**config.mk**
```make
export PLATFORM = sky130hd
export DESIGN_NAME = result_collector
export DESIGN_NICKNAME = d
export VERILOG_FILES = /design/src/rtl/result_collector.sv
export SDC_FILE = /design/constraint.sdc
export NUM_CORES = 1
export LEC_CHECK = 0
export CORE_AREA = 2 2 87 173
export DETAILED_ROUTE_END_ITERATION = 8
export DIE_AREA = 0 0 89 175
export PLACE_DENSITY_LB_ADDON = 0.1
export REMOVE_ABC_BUFFERS = 1
export SLEW_MARGIN = 0
export SYNTH_ARGS = -nofsm -noshare
export SYNTH_HDL_FRONTEND = slang
export SYNTH_SLANG_ARGS = --single-unit
```
**constraint.sdc**
```tcl
create_clock -name clk -period 3.97 [get_ports clk]
set_clock_uncertainty 0.1 [all_clocks]
set_input_delay 0.794 -clock clk [delete_from_list [all_inputs] [get_ports clk]]
set_output_delay 0.794 -clock clk [all_outputs]
set_load 0.02 [all_outputs]
```
**src/rtl/result_collector.sv**
```systemverilog
// Deskews the per-column result stream from the bottom of the systolic array
// into an N x N buffer, then drains it one row per valid/ready transfer.
module result_collector #(
  parameter int MATRIX_SIZE = 2,
  parameter int DATA_SIZE   = 32
) (
  input  logic                                          clk,
  input  logic                                          reset,
  input  logic [MATRIX_SIZE-1:0]                        col_valid,
  input  logic [MATRIX_SIZE*DATA_SIZE-1:0]              col_data,
  input  logic                                          done,
  input  logic                                          out_ready,
  output logic                                          out_valid,
  output logic [MATRIX_SIZE*DATA_SIZE-1:0]              out_data,
  output logic [(MATRIX_SIZE>1?$clog2(MATRIX_SIZE):1)-1:0] out_row,
  output logic                                          busy,
  output logic                                          overflow
);
  localparam int RW = (MATRIX_SIZE > 1) ? $clog2(MATRIX_SIZE) : 1;
  localparam int CW = $clog2(MATRIX_SIZE + 1);
  localparam logic [RW-1:0] LAST_ROW = RW'(MATRIX_SIZE - 1);

  typedef enum logic [1:0] {IDLE, COLLECT, FULL, DRAIN} state_t;

  state_t                 state_reg, state_next;
  logic [RW-1:0]          rd_ptr_reg, rd_ptr_next;
  logic                   overflow_reg;
  logic [MATRIX_SIZE-1:0] cap;
  logic [MATRIX_SIZE-1:0] cnt_full;
  logic                   accepting;
  logic                   load_row;
  logic                   clear_cnt;

  assign accepting = (state_reg == IDLE) || (state_reg == COLLECT);

  // Each column owns its own write counter and storage column, so skew between
  // columns never needs cross-column coordination.
  genvar gi;
  generate
    for (gi = 0; gi < MATRIX_SIZE; gi++) begin : g_col
      logic [CW-1:0]        wr_cnt_reg;
      logic [DATA_SIZE-1:0] col_mem [MATRIX_SIZE];
      logic [DATA_SIZE-1:0] row_word_reg;

      assign cap[gi]      = col_valid[gi] && accepting && (wr_cnt_reg != CW'(MATRIX_SIZE));
      assign cnt_full[gi] = (wr_cnt_reg + CW'(cap[gi])) == CW'(MATRIX_SIZE);

      always_ff @(posedge clk) begin
        if (reset || clear_cnt) begin
          wr_cnt_reg <= '0;
        end else if (cap[gi]) begin
          wr_cnt_reg <= wr_cnt_reg + 1'b1;
        end
      end

      // Buffer contents survive reset; only counters decide what is valid.
      always_ff @(posedge clk) begin
        if (cap[gi]) begin
          col_mem[wr_cnt_reg[RW-1:0]] <= col_data[gi*DATA_SIZE +: DATA_SIZE];
        end
      end

      always_ff @(posedge clk) begin
        if (reset) begin
          row_word_reg <= '0;
        end else if (load_row) begin
          row_word_reg <= col_mem[rd_ptr_next];
        end
      end

      assign out_data[gi*DATA_SIZE +: DATA_SIZE] = row_word_reg;
    end
  endgenerate

  always_comb begin
    state_next  = state_reg;
    rd_ptr_next = rd_ptr_reg;
    load_row    = 1'b0;
    clear_cnt   = 1'b0;
    case (state_reg)
      IDLE:    if (|cap) state_next = (&cnt_full) ? FULL : COLLECT;
      COLLECT: if (&cnt_full) state_next = FULL;
      FULL: begin
        if (done) begin
          state_next  = DRAIN;
          rd_ptr_next = '0;
          load_row    = 1'b1;
        end
      end
      DRAIN: begin
        if (out_ready) begin
          if (rd_ptr_reg == LAST_ROW) begin
            state_next  = IDLE;
            rd_ptr_next = '0;
            clear_cnt   = 1'b1;
          end else begin
            rd_ptr_next = rd_ptr_reg + 1'b1;
            load_row    = 1'b1;
          end
        end
      end
      default: state_next = IDLE;
    endcase
  end

  always_ff @(posedge clk) begin
    if (reset) begin
      state_reg    <= IDLE;
      rd_ptr_reg   <= '0;
      overflow_reg <= 1'b0;
    end else begin
      state_reg    <= state_next;
      rd_ptr_reg   <= rd_ptr_next;
      // Any pulse not captured (column already full, or not collecting) is lost.
      overflow_reg <= overflow_reg | (|(col_valid & ~cap));
    end
  end

  assign out_valid = (state_reg == DRAIN);
  assign out_row   = rd_ptr_reg;
  assign busy      = (state_reg != IDLE);
  assign overflow  = overflow_reg;

endmodule

```
==> Implementation_results.wiki <==
== Metrics ==
{| class="wikitable"
! Metric !! Value
|-
| Sw Pwr || 1.99 mW
|-
| Wire length of the first global-routing pass || 21600 um
|-
| Instance count of the mapped netlist || 482
|-
| Xor/xnor cell area share of the yosys netlist || 0.480%
|-
| Routed wire length || 13700 um
|-
| Post-Syn Area || approximately 7300 sq um
|-
| Max-slew headroom || approximately 43%
|-
| Chip area || 15600 sq um
|-
| Root buf cell || sky130_fd_sc_hd__clkbuf_16
|-
| P&R area growth vs syn || 28.3%
|-
| Count of pins on the block boundary || 138
|-
| Switching power share of the total || 31.5%
|-
| Later-pin clock latency in the skew report || 410 ps
|-
| Number of global-route vias before repair || 4351
|-
| Post-synth area hogs || sky130_fd_sc_hd__edfxtp_1, sky130_fd_sc_hd__dfxtp_1, sky130_fd_sc_hd__mux2i_1
|-
| Die span in x || between 80 and 90 um
|-
| Count of buffers from port buffering || 137
|-
| Total of flip-flops plus latches after synthesis || 200
|-
| Filler instances || 1079
|-
| Number of detailed-route iterations in the first pass || 4
|-
| Count of synthesis-stage warnings from yosys || 0
|-
| Slack of the worst reg-to-reg path || 1460 ps
|-
| Clock tree from TritonCTS || yes
|-
| Static Leak || 3.52 nW
|-
| Required time of the critical path || approximately 3100 ps
|-
| Max-slew violation count || 0
|-
| Sequential cell area fraction in the yosys report || 72.4%
|-
| Pin count of the biggest net entering global routing || 129
|-
| Total area of sequential cells || between 5000 and 6000 sq um
|-
| Leftover overflow at the end of global routing || 0
|-
| Final worst-path cycle share || 68.7%
|-
| GRT Total Usage || 18.4%
|-
| Path category of the worst min-delay check || register to register
|-
| Clock Pin Slew Worst Setup and Hold Paths || 70 ps
|-
| Crit path DAT || between 1500 and 2000 ps
|-
| Share of flip-flops with an asynchronous set or reset after synthesis || 0%
|-
| Overall via count from detail_route || 4212
|-
| Multi-input combinational cell area || roughly 1800 sq um
|-
| Result of the run || finished, final reports clean
|-
| Total power || around 6.3 mW
|}
[cells in the final DEF, fill, tap and decap left out, types with 3 or more instances in the layout]
| master | Yosys | layout |
|---|---|---|
| sky130_fd_sc_hd__ha_1 | 13 | 9 |
| sky130_fd_sc_hd__a211oi_1 | 66 | 66 |
| sky130_fd_sc_hd__buf_4 | 1 | 4 |
| sky130_fd_sc_hd__clkbuf_16 | 0 | 17 |
| sky130_fd_sc_hd__nor2_1 | 72 | 72 |
| sky130_fd_sc_hd__inv_1 | 8 | 8 |
| sky130_fd_sc_hd__ha_2 | 0 | 4 |
| sky130_fd_sc_hd__inv_6 | 0 | 5 |
| sky130_fd_sc_hd__mux2i_1 | 65 | 65 |
| sky130_fd_sc_hd__dfxtp_1 | 72 | 72 |
| sky130_fd_sc_hd__clkinv_8 | 0 | 3 |
| sky130_fd_sc_hd__clkdlybuf4s50_1 | 0 | 136 |
| sky130_fd_sc_hd__xnor2_1 | 4 | 4 |
| sky130_fd_sc_hd__edfxtp_1 | 128 | 128 |
[critical path, stage by stage (launching register included)]
cell and delay, ps:
sky130_fd_sc_hd__dfxtp_1 380, sky130_fd_sc_hd__inv_1 100, sky130_fd_sc_hd__ha_1 270, sky130_fd_sc_hd__inv_1 80, sky130_fd_sc_hd__clkdlybuf4s50_1 600
[kinds of logic after synthesis]
family,count (synthesis)
DFF,200
muxes,65
and+or+nand+nor,81
xor gates and xnor gates,4
buffers and inverters,37
adders and majority gates,13
AOI/OAI and AO/OA,82
[power groups by stage]
stage                     registers, mW  clock network (mW)  logic, mW
after global routing               2.95                1.74       1.97
after CTS                          2.91                1.65       1.81
after floorplan                    3.11                   0      0.955
final                              2.90                1.62       1.79
after global placement             2.93                   0       1.75
after detailed placement           2.95                   0       1.80
[cell type report]
cell class | instances | area share (%)
Clock buffer | 19 | 4.62
Clock inverter | 13 | 1.43
Inverter | 8 | 0.321
Multi-Input combinational cell | 245 | 19.3
Sequential cell | 200 | 56.4
Tap cell | 192 | 2.57
Timing Repair Buffer | 143 | 15.3
[metrics by stage]
stage / util (%) / hold slack, ps / area (sq um)
3_3_place_gp: 61.6 / 356 / 8800
3_5_place_dp: 61.6 / 366 / 8800
4_1_cts: 65.6 / 377 / 9370
5_1_grt: 65.6 / 418 / 9370
2_1_floorplan: - / 382 / 7100
6_report: 65.6 / 372 / 9370
[metal layers]
| metal | wire length (um) | GRT usage (%) | vias up |
|---|---|---|---|
| li1 | - | - | 2076 |
| met1 | 5180 | 19.9 | 2033 |
| met2 | 7870 | 34.3 | 92 |
| met3 | 462 | 4.06 | 11 |
| met4 | 170 | 5.97 | 0 |
| met5 | 0 | 0 | - |
[worst paths after layout]
path / startpoint / end / cells past startpoint
setup / recovery: state_reg[0]$_SDFFE_PP0P_ / busy / 4
hold / removal: overflow$_SDFF_PP0_ / overflow$_SDFF_PP0_ / 2
setup reg to reg: g_col[1].wr_cnt_reg[0]$_SDFFE_PP0P_ / g_col[1].col_mem[0][14]$_DFFE_PP_ / 5
hold reg to reg: overflow$_SDFF_PP0_ / overflow$_SDFF_PP0_ / 2
### The metal 1 layer

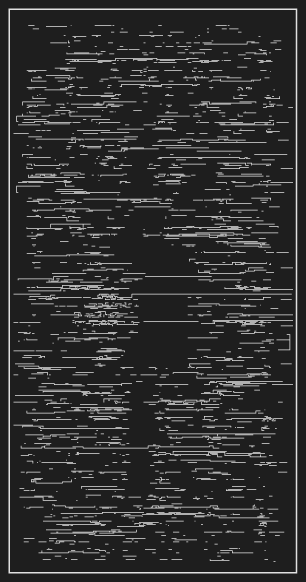
share of all routed wire = 38%
main direction = horizontal

### Cells by drive strength

Bar = 20 um.
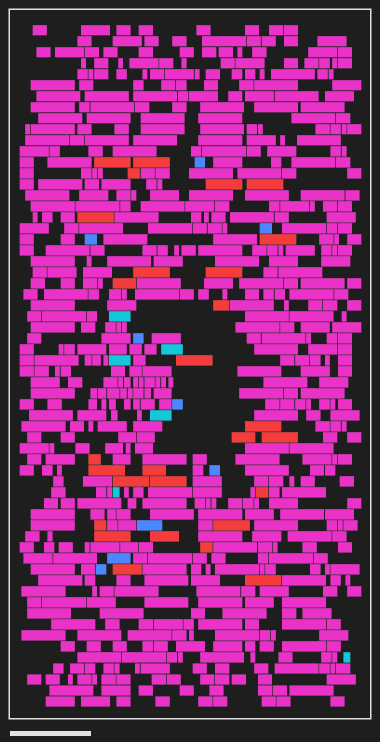
_0 and _1 cells -> magenta  # cells 585
_6 and larger -> red  # cells 28
_2 cells -> cyan  # cells 6
_3 and _4 cells -> blue  # cells 9

### The clock network

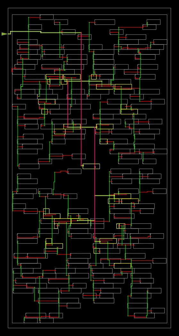
Clock group: 1.62 mW
clock buffer count from CTS: 17
clock sink total: 200
flop count: 200
clk_buf instances: 19

### M2 wires

Cells faint in the background.
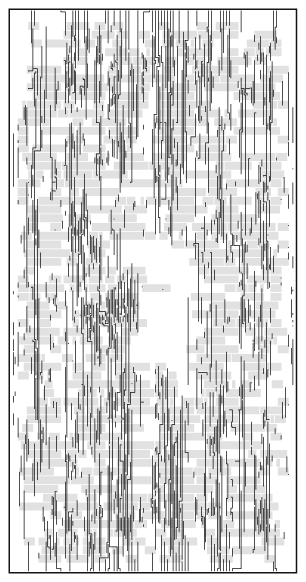
nets with wire on the layer = 603
longest straight run = 58.7 um
share of all routed wire = 58%
wire length on this layer = 7870 um
main direction = vertical

### Signal wires by layer

Only two layers are drawn.
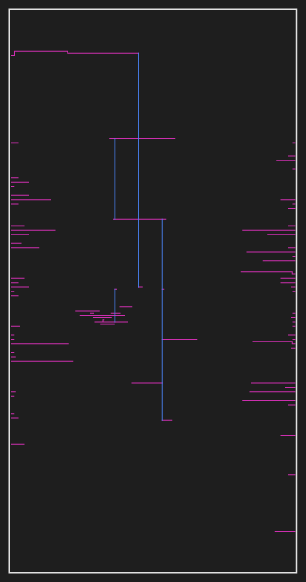
metal 3 -> magenta  # wire length 463 um
metal 4 -> blue  # wire length 171 um

Power and IR drop assume default switching activity.
